--- src/rtl/branch_resolve_ctrl_if.sv ---
// Handshake and comparator bundle for the branch resolve sequencer.
// slave = sequencer view, master = decode/fetch/comparator view.
interface branch_resolve_ctrl_if #(
    parameter int XLEN  = 32,
    parameter int CNT_W = 16
);
    logic             flush_i;
    logic             req_valid_i;
    logic             req_ready_o;
    logic [2:0]       req_funct3_i;
    logic [XLEN-1:0]  req_pc_i;
    logic [XLEN-1:0]  req_imm_i;
    logic [XLEN-1:0]  req_rs1_i;
    logic [XLEN-1:0]  req_rs2_i;
    logic             req_pred_taken_i;
    logic [XLEN-1:0]  cmp_rs1_o;
    logic [XLEN-1:0]  cmp_rs2_o;
    logic             cmp_unsigned_o;
    logic             cmp_less_i;
    logic             cmp_equal_i;
    logic             res_valid_o;
    logic             res_ready_i;
    logic             res_taken_o;
    logic [XLEN-1:0]  res_target_o;
    logic             res_mispred_o;
    logic             res_illegal_o;
    logic             res_misalign_o;
    logic [CNT_W-1:0] cnt_branch_o;
    logic [CNT_W-1:0] cnt_mispred_o;

    modport slave (
        input  flush_i, req_valid_i, req_funct3_i, req_pc_i, req_imm_i,
        input  req_rs1_i, req_rs2_i, req_pred_taken_i,
        input  cmp_less_i, cmp_equal_i, res_ready_i,
        output req_ready_o, cmp_rs1_o, cmp_rs2_o, cmp_unsigned_o,
        output res_valid_o, res_taken_o, res_target_o, res_mispred_o,
        output res_illegal_o, res_misalign_o, cnt_branch_o, cnt_mispred_o
    );

    modport master (
        output flush_i, req_valid_i, req_funct3_i, req_pc_i, req_imm_i,
        output req_rs1_i, req_rs2_i, req_pred_taken_i,
        output cmp_less_i, cmp_equal_i, res_ready_i,
        input  req_ready_o, cmp_rs1_o, cmp_rs2_o, cmp_unsigned_o,
        input  res_valid_o, res_taken_o, res_target_o, res_mispred_o,
        input  res_illegal_o, res_misalign_o, cnt_branch_o, cnt_mispred_o
    );
endinterface

--- src/rtl/branch_resolve_ctrl.sv ---
// Branch resolve sequencer: IDLE -> CMP -> RESP, drives the external
// comparator, registers the decision and keeps saturating counters.
module branch_resolve_ctrl #(
    parameter int XLEN  = 32,
    parameter int CNT_W = 16
) (
    input  logic                  clk_i,
    input  logic                  rst_i,
    branch_resolve_ctrl_if.slave  bus
);
    typedef enum logic [1:0] {IDLE, CMP, RESP} state_e;

    state_e           state_q, state_d;
    logic [2:0]       funct3_q, funct3_d;
    logic [XLEN-1:0]  pc_q, pc_d;
    logic [XLEN-1:0]  imm_q, imm_d;
    logic             pred_q, pred_d;
    logic [XLEN-1:0]  rs1_q, rs1_d;
    logic [XLEN-1:0]  rs2_q, rs2_d;
    logic             uns_q, uns_d;
    logic             vld_q, vld_d;
    logic             tkn_q, tkn_d;
    logic [XLEN-1:0]  tgt_q, tgt_d;
    logic             mis_q, mis_d;
    logic             ill_q, ill_d;
    logic             mal_q, mal_d;
    logic [CNT_W-1:0] cbr_q, cbr_d;
    logic [CNT_W-1:0] cmp_q, cmp_d;

    logic            taken_c, illegal_c, mispred_c, misalign_c;
    logic [XLEN-1:0] target_c;
    logic            ready_c;

    assign ready_c = (state_q == IDLE) && !bus.flush_i;

    always_comb begin
        taken_c   = 1'b0;
        illegal_c = 1'b0;
        unique case (funct3_q)
            3'b000:         taken_c = bus.cmp_equal_i;
            3'b001:         taken_c = !bus.cmp_equal_i;
            3'b100, 3'b110: taken_c = bus.cmp_less_i;
            3'b101, 3'b111: taken_c = !bus.cmp_less_i;
            default:        illegal_c = 1'b1;
        endcase
        target_c   = taken_c ? (pc_q + imm_q) : (pc_q + XLEN'(4));
        mispred_c  = !illegal_c && (taken_c != pred_q);
        misalign_c = taken_c && (target_c[1:0] != 2'b00);
    end

    always_comb begin
        state_d  = state_q;
        funct3_d = funct3_q;
        pc_d     = pc_q;
        imm_d    = imm_q;
        pred_d   = pred_q;
        rs1_d    = rs1_q;
        rs2_d    = rs2_q;
        uns_d    = uns_q;
        vld_d    = vld_q;
        tkn_d    = tkn_q;
        tgt_d    = tgt_q;
        mis_d    = mis_q;
        ill_d    = ill_q;
        mal_d    = mal_q;
        cbr_d    = cbr_q;
        cmp_d    = cmp_q;
        if (bus.flush_i) begin
            state_d = IDLE;
            vld_d   = 1'b0;
        end else begin
            unique case (state_q)
                IDLE: if (bus.req_valid_i) begin
                    funct3_d = bus.req_funct3_i;
                    pc_d     = bus.req_pc_i;
                    imm_d    = bus.req_imm_i;
                    pred_d   = bus.req_pred_taken_i;
                    rs1_d    = bus.req_rs1_i;
                    rs2_d    = bus.req_rs2_i;
                    uns_d    = bus.req_funct3_i[1];
                    state_d  = CMP;
                end
                CMP: begin
                    tkn_d   = taken_c;
                    tgt_d   = target_c;
                    mis_d   = mispred_c;
                    ill_d   = illegal_c;
                    mal_d   = misalign_c;
                    vld_d   = 1'b1;
                    state_d = RESP;
                end
                RESP: if (bus.res_ready_i) begin
                    vld_d   = 1'b0;
                    state_d = IDLE;
                    // saturate rather than wrap
                    if (!ill_q && cbr_q != '1) cbr_d = cbr_q + CNT_W'(1);
                    if (mis_q && cmp_q != '1)  cmp_d = cmp_q + CNT_W'(1);
                end
                default: state_d = IDLE;
            endcase
        end
    end

    always_ff @(posedge clk_i or posedge rst_i) begin
        if (rst_i) begin
            state_q  <= IDLE;
            funct3_q <= '0;
            pc_q     <= '0;
            imm_q    <= '0;
            pred_q   <= 1'b0;
            rs1_q    <= '0;
            rs2_q    <= '0;
            uns_q    <= 1'b0;
            vld_q    <= 1'b0;
            tkn_q    <= 1'b0;
            tgt_q    <= '0;
            mis_q    <= 1'b0;
            ill_q    <= 1'b0;
            mal_q    <= 1'b0;
            cbr_q    <= '0;
            cmp_q    <= '0;
        end else begin
            state_q  <= state_d;
            funct3_q <= funct3_d;
            pc_q     <= pc_d;
            imm_q    <= imm_d;
            pred_q   <= pred_d;
            rs1_q    <= rs1_d;
            rs2_q    <= rs2_d;
            uns_q    <= uns_d;
            vld_q    <= vld_d;
            tkn_q    <= tkn_d;
            tgt_q    <= tgt_d;
            mis_q    <= mis_d;
            ill_q    <= ill_d;
            mal_q    <= mal_d;
            cbr_q    <= cbr_d;
            cmp_q    <= cmp_d;
        end
    end

    assign bus.req_ready_o    = ready_c;
    assign bus.cmp_rs1_o      = rs1_q;
    assign bus.cmp_rs2_o      = rs2_q;
    assign bus.cmp_unsigned_o = uns_q;
    assign bus.res_valid_o    = vld_q;
    assign bus.res_taken_o    = tkn_q;
    assign bus.res_target_o   = tgt_q;
    assign bus.res_mispred_o  = mis_q;
    assign bus.res_illegal_o  = ill_q;
    assign bus.res_misalign_o = mal_q;
    assign bus.cnt_branch_o   = cbr_q;
    assign bus.cnt_mispred_o  = cmp_q;
endmodule

--- src/flat_wrapper.sv ---
// flat-port wrapper written by rule: the top's interface ports become plain ports
module branch_resolve_ctrl_flat 
#(
    parameter int XLEN  = 32,
    parameter int CNT_W = 16
)
  (clk_i, rst_i, bus_flush_i, bus_req_valid_i, bus_req_funct3_i, bus_req_pc_i, bus_req_imm_i, bus_req_rs1_i, bus_req_rs2_i, bus_req_pred_taken_i, bus_cmp_less_i, bus_cmp_equal_i, bus_res_ready_i, bus_req_ready_o, bus_cmp_rs1_o, bus_cmp_rs2_o, bus_cmp_unsigned_o, bus_res_valid_o, bus_res_taken_o, bus_res_target_o, bus_res_mispred_o, bus_res_illegal_o, bus_res_misalign_o, bus_cnt_branch_o, bus_cnt_mispred_o);
  branch_resolve_ctrl_if #(.XLEN(XLEN), .CNT_W(CNT_W)) bus_i ();
  input  logic clk_i;
  input  logic rst_i;
  input wire logic [$bits(bus_i.flush_i)-1:0] bus_flush_i;
  input wire logic [$bits(bus_i.req_valid_i)-1:0] bus_req_valid_i;
  input wire logic [$bits(bus_i.req_funct3_i)-1:0] bus_req_funct3_i;
  input wire logic [$bits(bus_i.req_pc_i)-1:0] bus_req_pc_i;
  input wire logic [$bits(bus_i.req_imm_i)-1:0] bus_req_imm_i;
  input wire logic [$bits(bus_i.req_rs1_i)-1:0] bus_req_rs1_i;
  input wire logic [$bits(bus_i.req_rs2_i)-1:0] bus_req_rs2_i;
  input wire logic [$bits(bus_i.req_pred_taken_i)-1:0] bus_req_pred_taken_i;
  input wire logic [$bits(bus_i.cmp_less_i)-1:0] bus_cmp_less_i;
  input wire logic [$bits(bus_i.cmp_equal_i)-1:0] bus_cmp_equal_i;
  input wire logic [$bits(bus_i.res_ready_i)-1:0] bus_res_ready_i;
  output wire logic [$bits(bus_i.req_ready_o)-1:0] bus_req_ready_o;
  output wire logic [$bits(bus_i.cmp_rs1_o)-1:0] bus_cmp_rs1_o;
  output wire logic [$bits(bus_i.cmp_rs2_o)-1:0] bus_cmp_rs2_o;
  output wire logic [$bits(bus_i.cmp_unsigned_o)-1:0] bus_cmp_unsigned_o;
  output wire logic [$bits(bus_i.res_valid_o)-1:0] bus_res_valid_o;
  output wire logic [$bits(bus_i.res_taken_o)-1:0] bus_res_taken_o;
  output wire logic [$bits(bus_i.res_target_o)-1:0] bus_res_target_o;
  output wire logic [$bits(bus_i.res_mispred_o)-1:0] bus_res_mispred_o;
  output wire logic [$bits(bus_i.res_illegal_o)-1:0] bus_res_illegal_o;
  output wire logic [$bits(bus_i.res_misalign_o)-1:0] bus_res_misalign_o;
  output wire logic [$bits(bus_i.cnt_branch_o)-1:0] bus_cnt_branch_o;
  output wire logic [$bits(bus_i.cnt_mispred_o)-1:0] bus_cnt_mispred_o;
  assign bus_i.flush_i = bus_flush_i;
  assign bus_i.req_valid_i = bus_req_valid_i;
  assign bus_i.req_funct3_i = bus_req_funct3_i;
  assign bus_i.req_pc_i = bus_req_pc_i;
  assign bus_i.req_imm_i = bus_req_imm_i;
  assign bus_i.req_rs1_i = bus_req_rs1_i;
  assign bus_i.req_rs2_i = bus_req_rs2_i;
  assign bus_i.req_pred_taken_i = bus_req_pred_taken_i;
  assign bus_i.cmp_less_i = bus_cmp_less_i;
  assign bus_i.cmp_equal_i = bus_cmp_equal_i;
  assign bus_i.res_ready_i = bus_res_ready_i;
  assign bus_req_ready_o = bus_i.req_ready_o;
  assign bus_cmp_rs1_o = bus_i.cmp_rs1_o;
  assign bus_cmp_rs2_o = bus_i.cmp_rs2_o;
  assign bus_cmp_unsigned_o = bus_i.cmp_unsigned_o;
  assign bus_res_valid_o = bus_i.res_valid_o;
  assign bus_res_taken_o = bus_i.res_taken_o;
  assign bus_res_target_o = bus_i.res_target_o;
  assign bus_res_mispred_o = bus_i.res_mispred_o;
  assign bus_res_illegal_o = bus_i.res_illegal_o;
  assign bus_res_misalign_o = bus_i.res_misalign_o;
  assign bus_cnt_branch_o = bus_i.cnt_branch_o;
  assign bus_cnt_mispred_o = bus_i.cnt_mispred_o;
  branch_resolve_ctrl #(.XLEN(XLEN), .CNT_W(CNT_W)) u_core (.clk_i(clk_i), .rst_i(rst_i), .bus(bus_i));
endmodule
--- config.mk ---
export PLATFORM = sky130hd
export DESIGN_NAME = branch_resolve_ctrl_flat
export DESIGN_NICKNAME = d
export VERILOG_FILES = /design/src/rtl/branch_resolve_ctrl_if.sv /design/src/rtl/branch_resolve_ctrl.sv /design/src/flat_wrapper.sv
export SDC_FILE = /design/constraint.sdc
export NUM_CORES = 1
export LEC_CHECK = 0
export CAP_MARGIN = 15
export CORE_ASPECT_RATIO = 1.4
export CORE_MARGIN = 1.5
export CORE_UTILIZATION = 45
export CTS_CLUSTER_SIZE = 30
export DETAILED_ROUTE_END_ITERATION = 10
export HOLD_SLACK_MARGIN = 0.05
export PLACE_DENSITY = 0.77
export SLEW_MARGIN = 0
export SYNTH_ARGS = -nofsm -noshare
export SYNTH_HDL_FRONTEND = slang
export SYNTH_SLANG_ARGS = --single-unit
--- constraint.sdc ---
create_clock -name clk_i -period 18.8 [get_ports clk_i]
set_clock_uncertainty 0.15 [all_clocks]
set_input_delay 3.76 -clock clk_i [delete_from_list [all_inputs] [get_ports clk_i]]
set_output_delay 3.76 -clock clk_i [all_outputs]
set_load 0.02 [all_outputs]
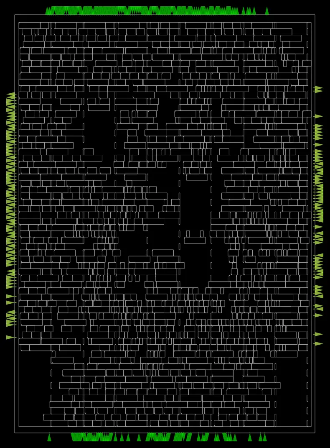
(run_1/final_placement.png)
fill count: 1,853
Layout Cells excl Fill: 1,480
CORE AREA: 0.0219 sq mm

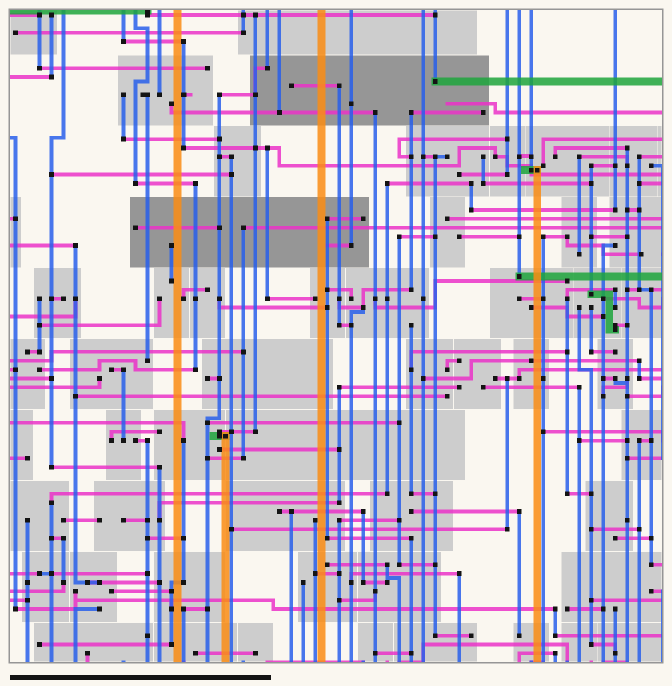
(run_1/zoom.png)
Scale bar: 10 um. Window x 52 to 77, y 42 to 67 um. Cells in gray, sequential cells in the stronger gray; small squares are vias.
met2 -> blue
met3 -> green
met1 -> magenta
met4 -> orange
most frequent = nand2_1 (9), xnor2_1 (7), a21oi_1 (7)
netlist names of flops here include = u_core.bus.res_target_o (2)
sequential cells in the window = 2
cells with their middle in the window = 51

==> results.json, run 1 <==
{
  "busiest_layer": "met2",
  "synth.avg_cell_area_sq_um": 11.2,
  "area_leaders": "dfrtp_1, mux2_2, ha_1",
  "status": "completed",
  "yosys_warnings": 0,
  "hold_path_end": "u_core.bus.res_target_o[10]$_DFFE_PP0P_",
  "slowest_delay_ns": 0.66,
  "ir_drop_v": 0.0000800,
  "internal-power_uw": 1090,
  "first_global_vias": 8171,
  "ff2ff_setup_slack_ns": 15.73,
  "critPathKind": "in -> out",
  "setup-tns-final_ns": 0,
  "cp.buffers_inverters": 2,
  "ys_sh_mux_pct": 14.8,
  "cts_buffer_depth": 3,
  "boundaryPins": 274,
  "remaining_drc_errors": 0,
  "most_common_cell": "dfrtp_1",
  "startpoint_type": "primary input",
  "pwr-share-seq_pct": 36.9,
  "cts_inserted_buffers": 22,
  "num_vias": 7798,
  "crit_chain": "clkdlybuf4s50_1 -> nor3_1 -> clkdlybuf4s50_1",
  "pg_seq_uw": 615,
  "r2r_end": "u_core.bus.cmp_rs2_o[29]$_DFFE_PP0P_",
  "wl_per_cell_um": 17.3,
  "holdWs_ns": 0.319,
  "buffers": 277,
  "placedCellCount": 1444,
  "sh_comb_area_pct": 35.1,
  "p_leak_uw": 0.00578,
  "met3_usage_pct": 3.47,
  "crit_end": "bus_req_ready_o",
  "edf_count": 0,
  "ff_type": "dfrtp_1",
  "post-route-min-period_ns": 9.12,
  "adder_share_pct": 4.42
}
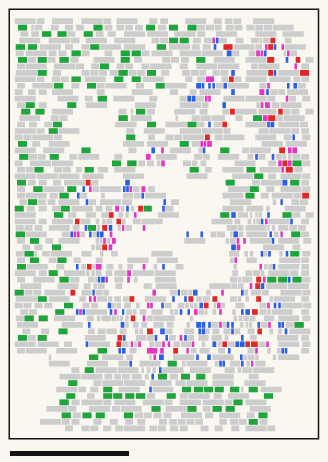
(run_1/gate_families.png)
Scale bar: 50 um.
multiplexers -> green  # cells 133, most used mux2_2, where widely spread
AND and OR gates -> red  # cells 43, most used and3_1
NOR gates -> magenta  # cells 82, most used nor2_1
NAND gates -> blue  # cells 125, most used nand2_1

==> run_1/clock_map.png <==
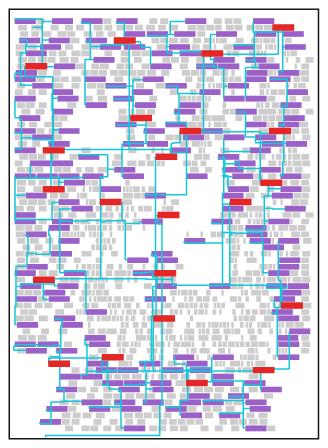

--- run 2 (diff from run 1) ---
- CORE_UTILIZATION: 45 -> 44
- PLACE_DENSITY: 0.77 -> 0.79
- clock period: 18.8 -> 8.15 ns (I/O delays scaled with it)
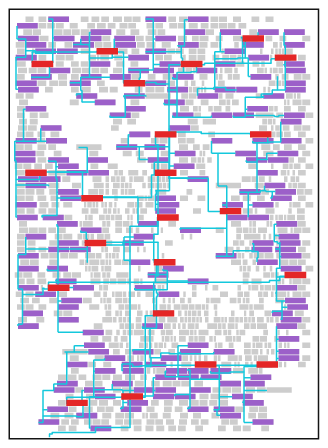
(run_2/clock_map.png)
flip-flops -> purple  # count 203
cells driving clock nets -> red  # count 22
clock wires -> cyan  # length 2,690 um
routed clock nets = 23

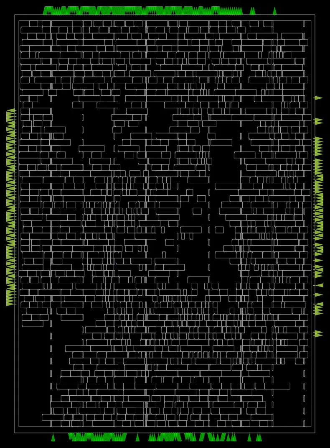
(run_2/final_placement.png)
Tap Count: 301
CORE AREA: 0.0225 sq mm
register share of the cell area: 36.5%

==> results.json, run 2 <==
{
  "status": "completed",
  "netlist_instances": 901,
  "swShare_pct": 33.7,
  "ys_async_sr_fraction_pct": 100,
  "hold_path_end": "u_core.bus.res_target_o[10]$_DFFE_PP0P_",
  "crit_family": "buffers and inverters",
  "setup-tns-final_ns": 0,
  "cp.buffers_inverters": 2,
  "p_leak_uw": 0.00587,
  "antenna_found_initial": 0,
  "synth.top_cell.area_share_pct": 50.4,
  "fillCellCount": 1853,
  "hpwl_mm": 18.5,
  "die_area_sq_mm": 0.0238,
  "synth.avg_cell_area_sq_um": 11.2,
  "grt_max_degree": 130,
  "met3_usage_pct": 4.66,
  "use_met1_pct": 23.8,
  "cts_root_buf": "clkbuf_16",
  "cts_buffer_depth": 3,
  "p_comb_uw": 1520,
  "routed-wl-met2_mm": 13.1,
  "worst_pin_slew_ns": 0.951,
  "nClkBuffers": 30,
  "seqCellArea_sq_mm": 0.00508,
  "ys_sh_mux_pct": 14.8,
  "placedCellCount": 1448,
  "startpoint_type": "primary input",
  "holdWs_ns": 0.320,
  "vias_per_cell": 5.29,
  "synthAoiAreaFrac_pct": 9.70,
  "pwr-share-seq_pct": 35.2,
  "pg_seq_uw": 1420,
  "clock_latency_ns": 0.52,
  "post-route-util_pct": 61.7,
  "fin_cells": 1488,
  "numSynthFlops": 203,
  "most_common_cell": "dfrtp_1",
  "post-route-min-period_ns": 4.78,
  "adder_share_pct": 4.42,
  "warning_count": 28,
  "crit_chain": "clkdlybuf4s50_1 -> nor3_1 -> clkdlybuf4s50_1",
  "path_depth": 3,
  "first_global_vias": 8280,
  "critPathArrivalTime_ns": 3.00,
  "ff_type": "dfrtp_1",
  "ys_chip_area_sq_mm": 0.0101,
  "edf_count": 0,
  "wl_per_cell_um": 17.0,
  "num_vias": 7873,
  "drt_iter0_drc": 310,
  "busiest_layer": "met2",
  "portBuffers": 273,
  "drt-pass1-iter-count": 4,
  "period_used_pct": 58.6,
  "area_delta_synth_final_pct": 38.0,
  "cts_inserted_buffers": 22,
  "yosys_warnings": 0,
  "ir_drop_v": 0.000209,
  "met3_length_mm": 1.57,
  "syn_nets": 1075,
  "dominant-cell-class": "registers",
  "crit-reg2reg-launch": "u_core.pc_q[0]$_DFFE_PP0P_",
  "ant_nets": 0,
  "crit_slowest_cell": "clkdlybuf4s50_1",
  "nNetsFinal": 1345,
  "cts_resized": 0,
  "layout_setup_ws_ns": 3.37,
  "dpl_cell_area_sq_mm": 0.0131,
  "r2r_end": "u_core.bus.res_target_o[26]$_DFFE_PP0P_",
  "crit_end": "bus_req_ready_o",
  "critPathKind": "in -> out",
  "internal-power_uw": 2680,
  "top_power_group": "combinational cells",
  "ff2ff_setup_slack_ns": 5.11,
  "postCtsHoldBufs": 0,
  "slowest_delay_ns": 0.64,
  "area_leaders": "dfrtp_1, mux2_2, ha_1",
  "track_usage_pct": 21.5,
  "relSlewSlack_pct": 36.6,
  "logic_gates": 651,
  "synth.distinct_cells": 60,
  "sh_comb_area_pct": 34.6,
  "reg2regPathDepth": 11,
  "buffers": 277,
  "boundaryPins": 274,
  "yosysTopAreaCell": "dfrtp_1",
  "drv_slew": 0,
  "remaining_drc_errors": 0
}
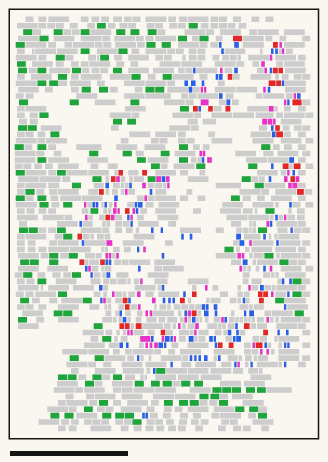
(run_2/gate_families.png)
Scale bar: 50 um.
NOR gates -> magenta  # cells 82, most used nor2_1
AND and OR gates -> red  # cells 43, most used and3_1
NAND gates -> blue  # cells 125, most used nand2_1
multiplexers -> green  # cells 133, most used mux2_2, where widely spread

==> run_2/zoom.png <==
Scale bar: 10 um. Window x 53 to 78, y 42 to 67 um. Cells in gray, sequential cells in the stronger gray; small squares are vias.
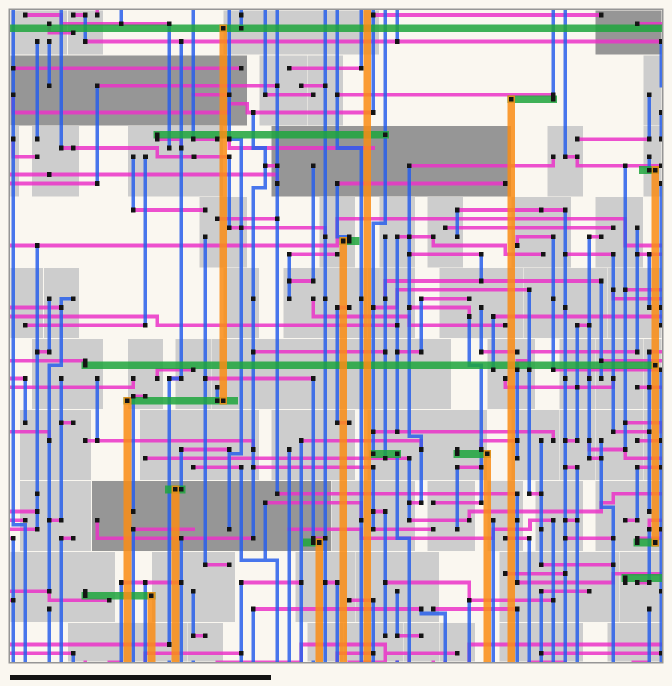

--- run 3 (diff from run 2) ---
- CORE_UTILIZATION: 44 -> 45
- PLACE_DENSITY: 0.79 -> 0.77
- clock period: 8.15 -> 4.7 ns (I/O delays scaled with it)
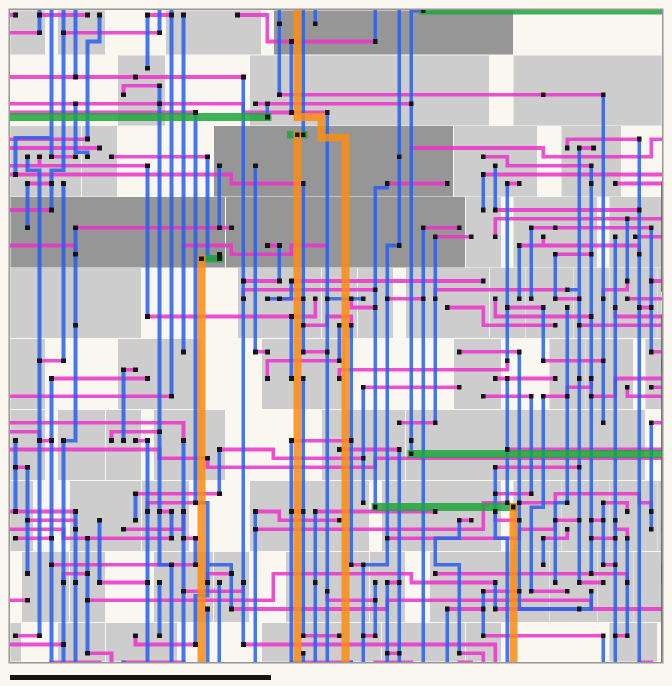
(run_3/zoom.png)
Scale bar: 10 um. Window x 52 to 77, y 42 to 67 um. Cells in gray, sequential cells in the stronger gray; small squares are vias.
met4 -> orange
met2 -> blue
met3 -> green
met1 -> magenta
cells with their middle in the window = 60
most frequent = nor2_1 (8), nand2_1 (8)
sequential cells in the window = 4
netlist names of flops here include = u_core.bus.res_target_o (4)

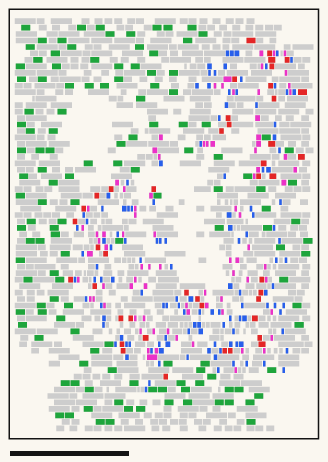
(run_3/gate_families.png)
Scale bar: 50 um.
AND and OR gates -> red  # cells 43, most used and3_1
multiplexers -> green  # cells 133, most used mux2_2, where widely spread
NAND gates -> blue  # cells 125, most used nand2_1
NOR gates -> magenta  # cells 82, most used nor2_1

==> results.json, run 3 <==
{
  "status": "completed",
  "logic_gates": 651,
  "hpwl_mm": 18.9,
  "yosys_warnings": 0,
  "die_area_sq_mm": 0.0233,
  "core-area_sq_mm": 0.0219,
  "yosysTopAreaCell": "dfrtp_1",
  "use_met1_pct": 25.6,
  "drv_slew": 0,
  "buffers": 280,
  "cts_buffer_depth": 3,
  "num_vias": 7733,
  "area_leaders": "dfrtp_1, mux2_2, ha_1",
  "routed-wl-met2_mm": 13.3,
  "holdWs_ns": 0.318,
  "hold_path_end": "u_core.bus.res_target_o[10]$_DFFE_PP0P_",
  "top_power_group": "combinational cells",
  "most_common_cell": "dfrtp_1",
  "synthAoiAreaFrac_pct": 9.70,
  "ir_drop_v": 0.000373,
  "wl_per_cell_um": 17.2,
  "clock_latency_ns": 0.50,
  "relSlewSlack_pct": 45.7,
  "sh_comb_area_pct": 34.7,
  "busiest_layer": "met2",
  "dominant-cell-class": "registers",
  "fin_cells": 1484,
  "worst_pin_slew_ns": 0.814,
  "post-route-min-period_ns": 3.46,
  "ff_type": "dfrtp_1",
  "adder_share_pct": 4.42,
  "cts_inserted_buffers": 22,
  "nNetsFinal": 1348,
  "synth.avg_cell_area_sq_um": 11.2,
  "numSynthFlops": 203,
  "crit_family": "buffers and inverters",
  "grt_max_degree": 146,
  "swShare_pct": 34.4,
  "critPathArrivalTime_ns": 2.37,
  "met3_usage_pct": 4.51,
  "syn_nets": 1075,
  "nClkBuffers": 30,
  "placedCellCount": 1447,
  "r2r_end": "u_core.bus.res_target_o[26]$_DFFE_PP0P_",
  "critPathKind": "in -> out",
  "ant_nets": 0,
  "boundaryPins": 274,
  "dpl_cell_area_sq_mm": 0.0132,
  "ys_chip_area_sq_mm": 0.0101,
  "seq_area_share_pct": 36.6,
  "taps": 297,
  "period_used_pct": 73.6,
  "setup-tns-final_ns": 0,
  "ff2ff_setup_slack_ns": 1.60,
  "vias_per_cell": 5.21,
  "seqCellArea_sq_mm": 0.00508,
  "drt_iter0_drc": 331,
  "p_comb_uw": 2650,
  "crit_end": "bus_req_ready_o",
  "cp.buffers_inverters": 2,
  "p_leak_uw": 0.00584,
  "crit-reg2reg-launch": "u_core.pc_q[0]$_DFFE_PP0P_",
  "edf_count": 0,
  "track_usage_pct": 22.2,
  "portBuffers": 273,
  "drt-pass1-iter-count": 4,
  "path_depth": 3,
  "internal-power_uw": 4480,
  "antenna_found_initial": 0,
  "warning_count": 28,
  "met3_length_mm": 1.44,
  "synth.top_cell.area_share_pct": 50.4
}
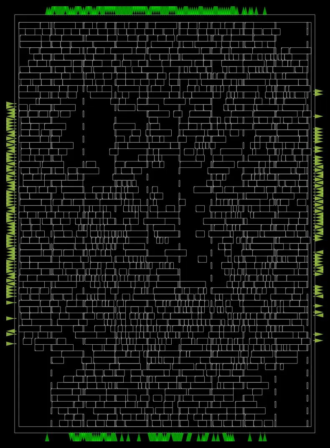
(run_3/final_placement.png)
fill count: 1,826
Finished Core Util: 63.2%

Power is estimated from default activity; no workload was simulated.
